run_1/ff_map.png
Scale bar: 20 µm. Other sequential cells in the stronger gray, the rest of the logic in the fainter gray.
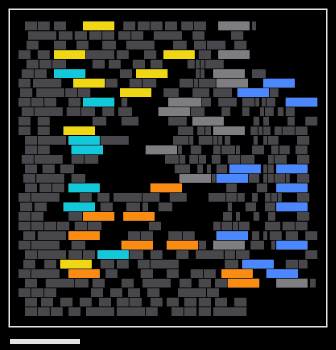
run_1/pinout.png
Scale bar: 20 µm. Pins as bars across the die edge, other pins in gray.
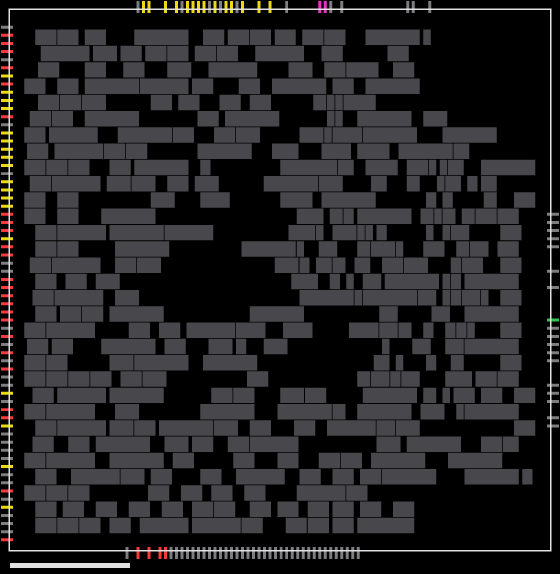
run_1/closeup.png
Scale bar: 20 µm. Window x 20 to 70, y 38 to 88 µm. Cells in gray, sequential cells in the stronger gray; small squares are vias.
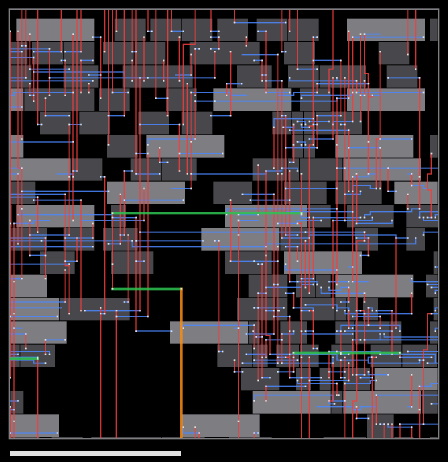
Design overlay_draw_controller, sky130hd; sources not shown.
==> impl.org, run 1 <==
#+TITLE: Synthesis and PnR summary

** Status
- Status :: finished clean

** Clock tree
- Clock Tree Buf Depth :: 2
- Setup Buffers After CTS :: 0
- TritonCTS built the clock tree.

** Setup path
- CP required :: 6.43 ns
- Arrival time of the worst setup path :: 3.22 ns
- Library cell contributing the largest single delay on the critical path :: clkdlybuf4s50_1
- Together, buffers and inverters on the worst path number 1.

** Global routing
- met1 track demand over resource after global routing is 20.8%.
- The initial antenna violation count was 0.
- Total GRT Usage :: 18.0%

** Logic synthesis
- The most used flip-flop cell after synthesis is dfrtp_1.
- Synthesized cell area :: 2830 µm²
- The stat command in Yosys gives a chip area of roughly 2800 µm².
- The synthesis stats list as the most numerous cell dfrtp_1.
- Synthesized-area fraction occupied by and/or/nand/nor cells :: 9.69%
- In the synthesized netlist the async set-or-reset flop fraction comes to 100%.

** STA
- Max-slew headroom :: 37.4%
- Count of pins over their slew limit :: 0
- Adding up every negative setup slack in the final design gives 0 ns.
- Clock period minus worst slack :: 2.99 ns
- Static timing analysis puts the maximum clock frequency at 334 MHz.
- RSZ-0062 raised after global routing :: no

** Pwr
- P_clk :: around 190 µW
- The flow reports that combinational logic draws 58.6% of the design power.
- The leakage component of the power was reported as ~1.8 nW.
- Net switching is 33.6% of the power.
- Internal power :: roughly 1.1 mW
- Power in combinational cells :: approximately 990 µW

** Cells and area
- Layout-stage area growth over the synthesis result :: 57.7%
- Gate Area :: 1520 µm²
- Dominant kind of cell :: logic gates
- Most common logic cell in the routed design :: clkdlybuf4s50_1
- Count of multi-input gates :: around 140

** Hold path
- Hold Path Stages :: 1

** Route
- Per the detail_route report, the via count comes to between 2,000 and 2,500.
- Remaining design rule violation count :: 0
- In the detailed route, the total length drawn on met2 is 3.89 mm.

** Die
- Total die area :: 8140 µm²
About ff_map.png:
[vga_x] yellow | sequential cells: 8
[pixel_count] blue | sequential cells: 12
[vga_colour] orange | sequential cells: 9
[vga_y] cyan | sequential cells: 7
not colored: 12
sequential cell area: 1200 µm²
Seq group: 509 µW
fraction of area in registers: 27.0%
final core utilization: 61.8%

About pinout.png:
[overlay_sel] magenta | pins: 2 | direction: input | edge: top
[src_x] yellow | pins: 32 | direction: input | edge: 18 left, 14 top
[vga_plot] green | pins: 1 | direction: output | edge: right
[src_y] red | pins: 28 | direction: input | edge: 24 left, 4 bottom
all pins by edge: 64 left, 40 bottom, 27 top, 18 right
Die Ht: 90.2 µm
count of port buffers added during placement: 147
die width: 90.2 µm

About closeup.png:
[M3] green
[M2] red
[M4] orange
[M1] blue
most frequent: clkdlybuf4s50_1 (28), dfrtp_1 (22), mux2_2 (12)
cells with their middle in the window: 114
sequential cells in the window: 23

==> run 1 -> run 2 <==
==> constraint.sdc (replaced) <==
create_clock -name clk -period 2.9 [get_ports clk]
set_input_delay 0.725 -clock clk [delete_from_list [all_inputs] [get_ports clk]]
set_output_delay 0.725 -clock clk [all_outputs]
set_load 0.01 [all_outputs]
==> run 2 against run 1 <==
  * Flip-flop count is the same
  * Wire length grew 0.80%
  * Global-route usage grew 0.38 points
  * Final area grew 0.79%
  * Power grew 120%
  * Worst setup slack lost 2.5 ns
  * Critical endpoint is now pixel_count[6]
  * Largest cell class unchanged
==> impl.org, run 2 <==
#+TITLE: Synthesis and PnR summary

** Logic synthesis
- Counting the warning lines in the Yosys log gives 0.
- Mean cell area of the mapped netlist :: ~13 µm²
- Top cells by count :: 48 x dfrtp_1, 30 x mux2_2, 24 x mux4_2, 13 x nand2_1
- In this run the biggest area consumer among cell types represents 42.5% of the synthesized area.
- Chip area line of the yosys report :: 2830 µm²
- For reference, the top logic cell family by area is multiplexers.
- Ys cells :: 212
- Sequential-to-total area share from yosys stat :: 42.5%
- Before any placement, the netlist area is recorded as 2830 µm².
- Flip-flop cell with the highest count after synthesis :: dfrtp_1
- Of all flip-flops after synthesis, the portion carrying an async set or reset was 100%.
- Synthesized-area fraction occupied by and/or/nand/nor cells :: between 9 and 10%
- By instance count, the leading cell after synthesis is dfrtp_1.

** Cells and area
- Fraction of area in registers :: 26.8%
- The layout has 6 clock buffers.
- Gate Area :: 1520 µm²
- Layout-stage area growth over the synthesis result :: 59.0%
- Final core utilization :: 62.3%
- Number of logic inverters in the finished layout :: 7
- Dominant kind of cell :: logic gates
- Leaving out fill and tap cells, the most frequent cell in the layout is clkdlybuf4s50_1.
- Sequential cell area :: 1200 µm²
- Fraction of area in multi-input gates :: about a third
- Commonest non-fill, non-tap cells in the layout :: 146 x clkdlybuf4s50_1, 47 x dfrtp_1, 30 x mux2_2, 24 x mux4_2, 13 x nand2_1
- For this run, combinational gates with multiple inputs come to 142.

** Clock tree
- Clock Tree Buf Depth :: 2
- The timing report gives the clock slew at the launch and capture registers of the worst setup and hold paths as 0.08 ns.
- TritonCTS built the clock tree.
- Setup Buffers After CTS :: 0
- Buffers inserted during clock tree synthesis total 5.

** Route
- The detailed router reports a met2 wire length of 3.93 mm.
- Per the detail_route log, met3 wirelength is 640 µm.
- Total vias in the final route :: 2,362
- Detailed-router iteration count before antenna repair :: 6
- After detailed routing, the total wire length is around 7.2 mm.
- Remaining design rule violation count :: 0

** STA
- Smallest setup slack after layout :: roughly 0.67 ns
- Clock period minus worst slack :: 2.23 ns
- RSZ-0062 raised after global routing :: no
- In the final report, the number of hold violations comes to 0.
- Per the final report, max-transition violations number 0.
- Max Clk Rate :: approximately 450 MHz
- For the final routed database, the setup TNS stands at 0 ns.

** Job
- Number of warnings in the stage logs :: 30

** Die
- The floorplan step set the die height to about 90 µm.
- Die width :: approximately 90 µm
- Number of placement rows :: 31
- According to the I/O placement log, the pin count is 149.
- Total die area :: roughly 8000 µm²

** Pwr
- In this run, power in flip-flops and latches comes to 1.10 mW.
- In this run the power spent charging and discharging nets is around 1.2 mW.
- In the power breakdown, the internal column shows 2.47 mW.
- Static Leak :: 1.79 nW
- Relative contribution of combinational cells to total power :: 57.3%
- Switching share of power :: 33.1%
- Power in combinational cells :: 2.12 mW
- Per the summary, power density relative to cell area is between 800 and 900 nW/µm².
- Total power for the finished layout comes to 3.69 mW.
- The power report attributes to the clock group a share of 12.9%.

** Setup path
- R2R setup slack :: between 0.6 and 0.7 ns
- Counting both buffers and inverters, the worst setup path holds a total of 2.
- Arrival time of the worst setup path :: roughly 2.5 ns
- Largest driver fanout on the critical path :: 39
- STA classifies the critical path endpoint as a register.
- Looking at the critical path, the single cell with the biggest stage delay is or4_1.
- CP required :: 3.14 ns

** Placement
- In this run the tool buffered the top-level ports with 147 buffer cells.
- Once placement finished, the instance area stood at 4390 µm².

** Status
- The run finished with clean final reports.

** Global routing
- Antenna violations before repair :: 0
- Met1 capacity usage during global routing :: between 10% and 20%
- Global routing consumed, on the met3 layer, 5.87% of the routing resources.
- Total global-route track usage over all layers is 18.4%.

** Hold path
- According to the hold report, the worst path is of the in -> async type.
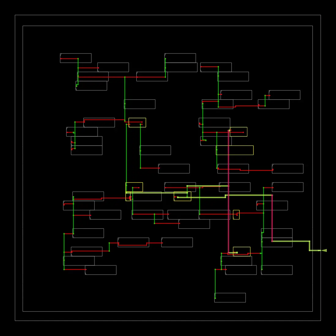
run_2/clock_nets.png
Seq cells: 48
# clock sinks: 48
P_clk: 476 µW
worst clock skew on the final layout: 0.00377 ns
clock latency on the worst-skew pair: 0.30 ns

No activity file was given, so power comes from the tool's default toggle rates.
